==> config.mk <==
export PLATFORM = sky130hd
export DESIGN_NAME = pipe_ctrl_unit
export DESIGN_NICKNAME = d
export VERILOG_FILES = /design/src/rtl/ctrl_pkg.sv /design/src/rtl/ctrl_decoder.sv /design/src/rtl/pipe_ctrl_unit.sv
export SDC_FILE = /design/constraint.sdc
export NUM_CORES = 1
export LEC_CHECK = 0
export ABC_AREA = 1
export ABC_CLOCK_PERIOD_IN_PS = 1960
export CORE_MARGIN = 2
export CORE_UTILIZATION = 45
export DETAILED_ROUTE_END_ITERATION = 12
export MAX_ROUTING_LAYER = met4
export PLACE_DENSITY = 0.84
export REMOVE_ABC_BUFFERS = 1
export SLEW_MARGIN = 15
export SYNTH_ARGS = -nofsm -noshare
export SYNTH_HDL_FRONTEND = slang
export SYNTH_SLANG_ARGS = --single-unit
==> constraint.sdc <==
create_clock -name clk -period 1.96 [get_ports clk]
set_input_delay 0.196 -clock clk [delete_from_list [all_inputs] [get_ports clk]]
set_output_delay 0.196 -clock clk [all_outputs]
set_load 0.1 [all_outputs]
==> src/rtl/ctrl_pkg.sv <==
// Shared encodings for the MIPS decode/control slice: opcode/func constants,
// select encodings and the decoded control word carried from D into EX.
package ctrl_pkg;

    localparam logic [5:0] OP_SPECIAL = 6'h00;
    localparam logic [5:0] OP_J       = 6'h02;
    localparam logic [5:0] OP_JAL     = 6'h03;
    localparam logic [5:0] OP_BEQ     = 6'h04;
    localparam logic [5:0] OP_BNE     = 6'h05;
    localparam logic [5:0] OP_ADDIU   = 6'h09;
    localparam logic [5:0] OP_SLTI    = 6'h0A;
    localparam logic [5:0] OP_SLTIU   = 6'h0B;
    localparam logic [5:0] OP_ANDI    = 6'h0C;
    localparam logic [5:0] OP_ORI     = 6'h0D;
    localparam logic [5:0] OP_XORI    = 6'h0E;
    localparam logic [5:0] OP_LUI     = 6'h0F;
    localparam logic [5:0] OP_LW      = 6'h23;
    localparam logic [5:0] OP_SW      = 6'h2B;

    localparam logic [5:0] FN_MFHI    = 6'h10;
    localparam logic [5:0] FN_MFLO    = 6'h12;
    localparam logic [5:0] FN_MULT    = 6'h18;
    localparam logic [5:0] FN_MULTU   = 6'h19;
    localparam logic [5:0] FN_DIV     = 6'h1A;
    localparam logic [5:0] FN_DIVU    = 6'h1B;
    localparam logic [5:0] FN_ADDU    = 6'h21;
    localparam logic [5:0] FN_SUBU    = 6'h23;
    localparam logic [5:0] FN_AND     = 6'h24;
    localparam logic [5:0] FN_OR      = 6'h25;
    localparam logic [5:0] FN_XOR     = 6'h26;
    localparam logic [5:0] FN_NOR     = 6'h27;
    localparam logic [5:0] FN_SLT     = 6'h2A;
    localparam logic [5:0] FN_SLTU    = 6'h2B;

    typedef enum logic [3:0] {
        ALU_ADD  = 4'd0,
        ALU_SUB  = 4'd1,
        ALU_SLT  = 4'd2,
        ALU_SLTU = 4'd3,
        ALU_AND  = 4'd4,
        ALU_OR   = 4'd5,
        ALU_NOR  = 4'd6,
        ALU_XOR  = 4'd7,
        ALU_LUI  = 4'd8
    } alu_op_e;

    typedef enum logic [1:0] {
        NPC_PC4    = 2'd0,
        NPC_BRANCH = 2'd1,
        NPC_JUMP   = 2'd2
    } npc_op_e;

    typedef enum logic [1:0] {
        SRC_ALU = 2'd0,
        SRC_MEM = 2'd1,
        SRC_HI  = 2'd2,
        SRC_LO  = 2'd3
    } reg_src_e;

    typedef enum logic [1:0] {
        DST_RT = 2'd0,
        DST_RD = 2'd1,
        DST_RA = 2'd2
    } reg_dst_e;

    typedef enum logic {
        MD_IDLE = 1'b0,
        MD_BUSY = 1'b1
    } md_state_e;

    // Full D-stage decode; only the EX-relevant subset is registered.
    typedef struct packed {
        logic     reg_we;
        logic     mem_we;
        alu_op_e  alu_op;
        logic     alu_src1;
        logic     alu_src2;
        reg_src_e reg_src;
        reg_dst_e reg_dst;
        logic     ext_op;
        logic     is_beq;
        logic     is_bne;
        logic     is_jump;
        logic     rt_used;
        logic     md_op;
        logic     md_read;
    } ctrl_word;

    typedef struct packed {
        logic     reg_we;
        logic     mem_we;
        alu_op_e  alu_op;
        logic     alu_src1;
        logic     alu_src2;
        reg_src_e reg_src;
        reg_dst_e reg_dst;
        logic     md_start;
        logic     illegal;
    } ex_ctrl;

endpackage

==> src/rtl/ctrl_decoder.sv <==
// Combinational opcode/func decoder. Unknown encodings yield an all-zero
// control word with illegal_o set.
module ctrl_decoder
    import ctrl_pkg::*;
#(
    parameter bit ENABLE_MD = 1'b1
) (
    input  logic [5:0] opcode_i,
    input  logic [5:0] func_i,
    output ctrl_word   ctrl_o,
    output logic       illegal_o
);

    always_comb begin
        ctrl_o    = '0;
        illegal_o = 1'b0;
        case (opcode_i)
            OP_SPECIAL: begin
                ctrl_o.reg_we  = 1'b1;
                ctrl_o.reg_dst = DST_RD;
                ctrl_o.rt_used = 1'b1;
                case (func_i)
                    FN_ADDU: ctrl_o.alu_op = ALU_ADD;
                    FN_SUBU: ctrl_o.alu_op = ALU_SUB;
                    FN_SLT:  ctrl_o.alu_op = ALU_SLT;
                    FN_SLTU: ctrl_o.alu_op = ALU_SLTU;
                    FN_AND:  ctrl_o.alu_op = ALU_AND;
                    FN_OR:   ctrl_o.alu_op = ALU_OR;
                    FN_NOR:  ctrl_o.alu_op = ALU_NOR;
                    FN_XOR:  ctrl_o.alu_op = ALU_XOR;
                    FN_MULT, FN_MULTU, FN_DIV, FN_DIVU: begin
                        ctrl_o.reg_we = 1'b0;
                        ctrl_o.md_op  = 1'b1;
                        illegal_o     = !ENABLE_MD;
                    end
                    FN_MFHI: begin
                        ctrl_o.reg_src = SRC_HI;
                        ctrl_o.md_read = 1'b1;
                        illegal_o      = !ENABLE_MD;
                    end
                    FN_MFLO: begin
                        ctrl_o.reg_src = SRC_LO;
                        ctrl_o.md_read = 1'b1;
                        illegal_o      = !ENABLE_MD;
                    end
                    default: illegal_o = 1'b1;
                endcase
            end
            OP_ADDIU, OP_SLTI, OP_SLTIU: begin
                ctrl_o.reg_we   = 1'b1;
                ctrl_o.alu_src2 = 1'b1;
                ctrl_o.ext_op   = 1'b1;
                ctrl_o.alu_op   = (opcode_i == OP_ADDIU) ? ALU_ADD :
                                  (opcode_i == OP_SLTI)  ? ALU_SLT : ALU_SLTU;
            end
            OP_ANDI, OP_ORI, OP_XORI: begin
                ctrl_o.reg_we   = 1'b1;
                ctrl_o.alu_src2 = 1'b1;
                ctrl_o.alu_op   = (opcode_i == OP_ANDI) ? ALU_AND :
                                  (opcode_i == OP_ORI)  ? ALU_OR  : ALU_XOR;
            end
            OP_LUI: begin
                // Source 1 selects the constant shift amount of 16.
                ctrl_o.reg_we   = 1'b1;
                ctrl_o.alu_src1 = 1'b1;
                ctrl_o.alu_src2 = 1'b1;
                ctrl_o.alu_op   = ALU_LUI;
            end
            OP_LW: begin
                ctrl_o.reg_we   = 1'b1;
                ctrl_o.alu_src2 = 1'b1;
                ctrl_o.ext_op   = 1'b1;
                ctrl_o.reg_src  = SRC_MEM;
            end
            OP_SW: begin
                ctrl_o.mem_we   = 1'b1;
                ctrl_o.alu_src2 = 1'b1;
                ctrl_o.ext_op   = 1'b1;
                ctrl_o.rt_used  = 1'b1;
            end
            OP_BEQ, OP_BNE: begin
                ctrl_o.is_beq  = (opcode_i == OP_BEQ);
                ctrl_o.is_bne  = (opcode_i == OP_BNE);
                ctrl_o.ext_op  = 1'b1;
                ctrl_o.rt_used = 1'b1;
            end
            OP_J: ctrl_o.is_jump = 1'b1;
            OP_JAL: begin
                ctrl_o.is_jump = 1'b1;
                ctrl_o.reg_we  = 1'b1;
                ctrl_o.reg_dst = DST_RA;
            end
            default: illegal_o = 1'b1;
        endcase
        if (illegal_o) begin
            ctrl_o = '0;
        end
    end

endmodule

==> src/rtl/pipe_ctrl_unit.sv <==
// D-stage control: decode, load-use/branch/MULT-DIV hazard stalls, next-PC
// select, the ID/EX control register and the MULT/DIV busy sequencer.
module pipe_ctrl_unit
    import ctrl_pkg::*;
#(
    parameter int ALU_OP_W   = 4,
    parameter int NPC_OP_W   = 2,
    parameter int REG_SRC_W  = 2,
    parameter int REG_DST_W  = 2,
    parameter int MD_LATENCY = 4,
    parameter bit ENABLE_MD  = 1'b1
) (
    input  logic                 clk,
    input  logic                 rst,
    input  logic [5:0]           opcodeD,
    input  logic [5:0]           funcD,
    input  logic [4:0]           rsD,
    input  logic [4:0]           rtD,
    input  logic                 isRsRtEq,
    input  logic [4:0]           writeRegE,
    output logic                 extOpD,
    output logic [NPC_OP_W-1:0]  npcOpD,
    output logic                 stallF,
    output logic                 stallD,
    output logic                 flushD,
    output logic                 regWeE,
    output logic                 memWeE,
    output logic [ALU_OP_W-1:0]  aluOpE,
    output logic                 aluSrc1E,
    output logic                 aluSrc2E,
    output logic [REG_SRC_W-1:0] regSrcE,
    output logic [REG_DST_W-1:0] regDstE,
    output logic                 mdStartE,
    output logic                 mdBusy,
    output logic                 illegalE
);

    ctrl_word ctrl_d;
    logic     illegal_d;
    ex_ctrl   ex_d, ex_q;
    npc_op_e  npc_sel;
    logic     load_use, br_haz, md_haz, stall, md_start, fsm_busy;

    ctrl_decoder #(.ENABLE_MD(ENABLE_MD)) u_dec (
        .opcode_i  (opcodeD),
        .func_i    (funcD),
        .ctrl_o    (ctrl_d),
        .illegal_o (illegal_d)
    );

    always_comb begin
        load_use = (ex_q.reg_src == SRC_MEM) && (writeRegE != 5'd0) &&
                   ((writeRegE == rsD) || (ctrl_d.rt_used && (writeRegE == rtD)));
        br_haz   = (ctrl_d.is_beq || ctrl_d.is_bne) && ex_q.reg_we && (writeRegE != 5'd0) &&
                   ((writeRegE == rsD) || (writeRegE == rtD));
        md_haz   = mdBusy && (ctrl_d.md_op || ctrl_d.md_read);
        stall    = load_use || br_haz || md_haz;
        md_start = ctrl_d.md_op && !stall;
    end

    // Branches resolve only on an unstalled cycle, when operands are final.
    always_comb begin
        npc_sel = NPC_PC4;
        if (!stall) begin
            if ((ctrl_d.is_beq && isRsRtEq) || (ctrl_d.is_bne && !isRsRtEq)) begin
                npc_sel = NPC_BRANCH;
            end else if (ctrl_d.is_jump) begin
                npc_sel = NPC_JUMP;
            end
        end
    end

    always_comb begin
        ex_d = '0;
        if (!stall) begin
            ex_d.reg_we   = ctrl_d.reg_we;
            ex_d.mem_we   = ctrl_d.mem_we;
            ex_d.alu_op   = ctrl_d.alu_op;
            ex_d.alu_src1 = ctrl_d.alu_src1;
            ex_d.alu_src2 = ctrl_d.alu_src2;
            ex_d.reg_src  = ctrl_d.reg_src;
            ex_d.reg_dst  = ctrl_d.reg_dst;
            ex_d.md_start = md_start;
            ex_d.illegal  = illegal_d;
        end
    end

    always_ff @(posedge clk) begin
        if (rst) begin
            ex_q <= '0;
        end else begin
            ex_q <= ex_d;
        end
    end

    generate
        if (ENABLE_MD) begin : g_md
            md_state_e  state_d, state_q;
            logic [3:0] cnt_d, cnt_q;

            always_ff @(posedge clk) begin
                if (rst) begin
                    state_q <= MD_IDLE;
                    cnt_q   <= 4'd0;
                end else begin
                    state_q <= state_d;
                    cnt_q   <= cnt_d;
                end
            end

            // cnt counts the remaining busy cycles after the current one.
            always_comb begin
                state_d = state_q;
                cnt_d   = cnt_q;
                case (state_q)
                    MD_IDLE: begin
                        if (md_start) begin
                            state_d = MD_BUSY;
                            cnt_d   = 4'(MD_LATENCY - 1);
                        end
                    end
                    MD_BUSY: begin
                        if (cnt_q == 4'd0) begin
                            state_d = MD_IDLE;
                        end else begin
                            cnt_d = cnt_q - 4'd1;
                        end
                    end
                    default: begin
                        state_d = MD_IDLE;
                        cnt_d   = 4'd0;
                    end
                endcase
            end

            assign fsm_busy = (state_q == MD_BUSY);
        end else begin : g_no_md
            assign fsm_busy = 1'b0;
        end
    endgenerate

    assign mdBusy   = fsm_busy || ex_q.md_start;
    assign stallF   = stall;
    assign stallD   = stall;
    assign npcOpD   = NPC_OP_W'(npc_sel);
    assign flushD   = (npc_sel != NPC_PC4);
    assign extOpD   = ctrl_d.ext_op;
    assign regWeE   = ex_q.reg_we;
    assign memWeE   = ex_q.mem_we;
    assign aluOpE   = ALU_OP_W'(ex_q.alu_op);
    assign aluSrc1E = ex_q.alu_src1;
    assign aluSrc2E = ex_q.alu_src2;
    assign regSrcE  = REG_SRC_W'(ex_q.reg_src);
    assign regDstE  = REG_DST_W'(ex_q.reg_dst);
    assign mdStartE = ex_q.md_start;
    assign illegalE = ex_q.illegal;

endmodule

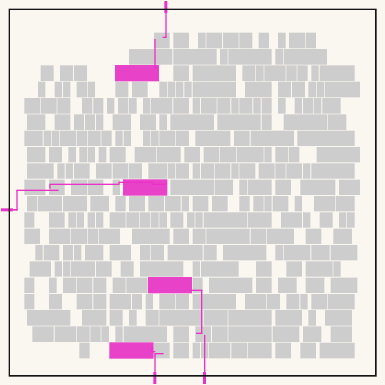
**Above:** run 1 (nets reached from selected ports).
Drawn at 6 px/um.
Key: magenta = aluOpE [bits 4, direction output, edge 2 bottom, 1 top, 1 left, end cells 4, wire 63.4 um]
total I/O pin count: 51
IO buf count: 50

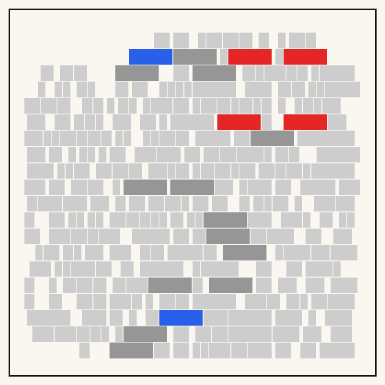
**Above:** run 1 (sequential cells colored by netlist name).
Drawn at 6 px/um. Other sequential cells in the stronger gray, the rest of the logic in the fainter gray.
Key: red = g_md.cnt_q [placed flops 4, where upper right]; blue = regDstE [placed flops 2]
Another 13 sequential cells are not colored.
Seq area share: 15.4%
flip-flop and latch power: 0.390 mW
Flop area: 380 um^2
core occupancy in the finished layout: 81.1%

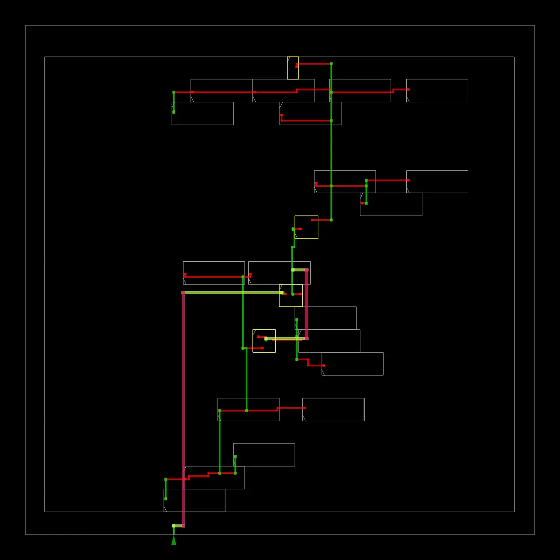
**Above:** run 1 (clock wiring as the flow saved it).
later-pin clock latency in the skew report: 0.29 ns
final-layout clock buffer total: 4

==> reports/notes.md, run 1 <==
STA reports the tightest min-delay check as being of type in2reg. The relative area change from synthesis to final layout works out to 70.2%. Counting only logic cells after layout, the most numerous master is sky130_fd_sc_hd__buf_4. The synthesized-area fraction occupied by xor and xnor cells was 4.82%. For the combinational group, total power comes out at 0.311 mW. The cts-stage hold buffer count was 0. The run gives 3200 um for the placed wire-length estimate after detailed placement.

The run gives 252 um for the total length of routed met3 wires. The height of the die was 60.8 um. The run gives 0 as the count of final max-slew check failures. The congestion estimate from routability-driven global placement came to 0.895. The final reports fail on setup timing.

The logs give 1 for the final count of negative-setup-slack endpoints and 2 for the buffer depth of the longest clock path. The number of gates resized after cts was 45. With fillers left out, the area of the finished cells amounts to 2470 um^2. In this run, the synthesized area fraction spent on AND-OR/OR-AND gates is recorded as 12.5%. Across all checked pins, the minimum headroom to the slew limit is 74.3%. The overall die area came out at 3700 um^2. The cell occurring most often along the worst timing path is sky130_fd_sc_hd__nand2_2. The routed via count divided by cell count was 5.10. The run finished, with violations left. Looking at the power breakdown, combinational cells take 34.7% of the total.

The CTS H-tree depth was 1; the number of design-rule violations left by the first detailed-router iteration was 71. Summed over all nets, wire length on met2 after detailed routing comes to 2670 um. Post-synthesis sequential element count: 19. By count the netlist is led by sky130_fd_sc_hd__inv_1 (31), sky130_fd_sc_hd__nand2_1 (31), sky130_fd_sc_hd__nor2_1 (23). The area fraction in full adders, half adders and majority gates came out at 0.861%. With the net switching component of the power at 0.301 mW, the global-route track usage on met2 is 45.2%. Among all stages on the critical path, the largest delay is contributed by sky130_fd_sc_hd__clkdlybuf4s50_1. The detailed router placed 1,740 vias in this run.

In this run the power density over the cells is 363 nW/um^2. The overall die width works out to 60.8 um. In this run the tools logged warnings totalling 26. The internal portion of the total power is 0.596 mW. Per report_power, the top consumer among the power groups is registers. The maximum single-stage delay on the critical path came out at 0.43 ns. After layout, the minimum clock period comes to 1.98 ns. Count of flip-flops with a built-in enable after synthesis: 0. The final layout reports a setup TNS of -0.0156 ns. The logs give -0.0156 ns for the smallest setup slack after layout and 1450 um^2 for the area of the synthesized netlist per yosys stat.

At the floorplan stage, the core utilization is reported as 47.6%.
## run 1: sequential cells by signal, summed over array words and instances (netlist names)
register	count
aluOpE	4
g_md.cnt_q	4
regDstE	2
regSrcE	2
aluSrc1E	1
aluSrc2E	1
fsm_busy	1
illegalE	1
mdStartE	1
memWeE	1
regWeE	1
## run 1: path summary, 6_finish.rpt
check,start,end,slack [ns],cells after the start
hold / removal,opcodeD[2],regDstE[1],0.31,4
hold reg to reg,g_md.cnt_q[3],g_md.cnt_q[3],0.53,2
setup reg to reg,fsm_busy,regSrcE[1],0.21,8
setup / recovery,rsD[1],flushD,-0.02,9
## run 1: area by class of cell
cell class	count	area (um^2)
Inverter	37	139
Timing Repair Buffer	89	800
Tap cell	44	55.1
Sequential cell	19	380
Clock buffer	4	26.3
Multi-Input combinational cell	148	1070
Fill cell	217	578
**Run 1: cell area per tile**

Drawn at 4 px/um. 6 x 6 tiles, from dark purple (low) to yellow (high), 0 to 100% covered.
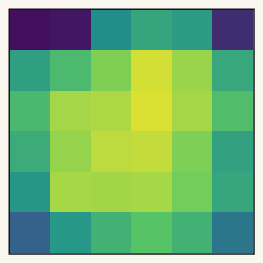

==> run 1 -> run 2 <==
--- a/config.mk
+++ b/config.mk
@@ -8,10 +8,10 @@
 export ABC_AREA = 1
 export ABC_CLOCK_PERIOD_IN_PS = 1960
 export CORE_MARGIN = 2
-export CORE_UTILIZATION = 45
+export CORE_UTILIZATION = 32
 export DETAILED_ROUTE_END_ITERATION = 12
 export MAX_ROUTING_LAYER = met4
-export PLACE_DENSITY = 0.84
+export PLACE_DENSITY = 0.64
 export REMOVE_ABC_BUFFERS = 1
 export SLEW_MARGIN = 15
 export SYNTH_ARGS = -nofsm -noshare
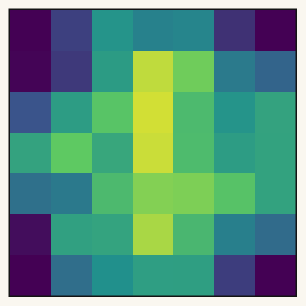
**Above:** run 2 (cell area per tile).
Drawn at 4 px/um. 7 x 7 tiles, from dark purple (low) to yellow (high), 0 to 100% covered.
10% of the tiles are nearly empty. The densest ninth of the die: center. The fullest tile reaches 93%. The mean over all tiles is 49%. The emptiest ninth of the die: upper left. 14% of the tiles are over 75% full.
core box area: 4350 um^2
Starting Density: 33.4%

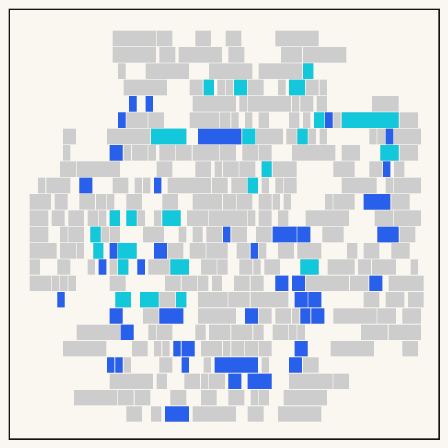
**Above:** run 2 (selected gate families).
Drawn at 6 px/um.
Key: blue = nor cells [cells 43, most used nor2_1]; cyan = aoi and oai cells [cells 24, most used a21oi_1]
final cell count without fillers: 356
commonest non-fill, non-tap cell in the layout: sky130_fd_sc_hd__buf_4

==> reports/notes.md, run 2 <==
The run finished with clean final reports. The run gives 2540 um^2 (was 2470 um^2) as the finished layout cell area. The overall die area came out at 5100 um^2 (was 3700 um^2).

The start point of the worst min-delay path is opcodeD[2] (unchanged). With the cell area power density at 387 nW/um^2 (was 363 nW/um^2), the clock latency on the worst-skew pair is 0.26 ns (was 0.29 ns). Critical path startpoint: opcodeD[0] (was rsD[1]). The run gives 0.16 ns (was 0.43 ns) for the maximum single-stage delay on the critical path. The worst hold path depth is 4 (unchanged), and the flop-to-flop setup slack is 0.27 ns (was 0.21 ns). The run gives 94 (was 71) for the number of design-rule violations left by the first detailed-router iteration. Wire length on met2: 2030 um (was 2670 um). The cell occurring most often along the worst timing path was sky130_fd_sc_hd__nand2_2 (unchanged). The top-level port count is 51 (unchanged), and the routed via count is 1,676 (was 1,740). The run gives 413 (was 217) for the filler cell count. The endpoint with the worst hold slack is regDstE[1] (unchanged).

The smallest setup slack after layout came out at 0.0690 ns (was -0.0156 ns). The worst min-delay path category was in2reg (unchanged). The run gives 50 (unchanged) for the number of port buffers. The tools report the last element of the critical path as flushD (unchanged). The CTS H-tree depth was 1 (unchanged); the count of flip-flops with a built-in enable after synthesis was 0 (unchanged). The warning total across the stage logs was 26 (unchanged); the area of the synthesized netlist per yosys stat was 1450 um^2 (unchanged). Global-route track usage on met2: 28.7% (was 45.2%).

The tools report the placer congestion estimate as 0.944 (was 0.895). The logs give 210 um (was 252 um) for the total length of routed met3 wires and 0.390 mW (about the same) for the sequential cell power. Most numerous cell types in the synthesized netlist: sky130_fd_sc_hd__inv_1 (31), sky130_fd_sc_hd__nand2_1 (31), sky130_fd_sc_hd__nor2_1 (23) (unchanged). The multi-input combinational cell area is 1050 um^2 (was 1070 um^2).

The count of final max-slew check failures was 0 (unchanged).
[run 2: what timing repair did]
| action | in CTS | in global routing |
|---|---|---|
| pin swaps | 11 | 21 |
| cloned | 1 | 0 |
| setup endpoints to repair | 11 | 7 |
| buffers inserted | 5 | 6 |
| resized | 52 | 49 |
| hold buffers | 0 | 0 |
[run 2: cell families after synthesis]
logic type	share of synthesized area [%]
AND/OR/NAND/NOR	44.8
buffers and inverters	10.1
XOR/XNOR	4.82
adder cells (fa/ha/maj)	0.860
AND-OR/OR-AND	12.5
multiplexers	0.774
flip-flops	26.2
[run 2: area by class of cell]
class	count	share of cell area, %
flip-flops and latches	19	15.0
multi-input cells	149	41.4
inverters	37	5.47
well taps	52	2.56
repair buffers	95	33.8
clock inverters	1	0.197
clock buffers	3	1.63
No activity file was given, so power comes from the tool's default toggle rates.
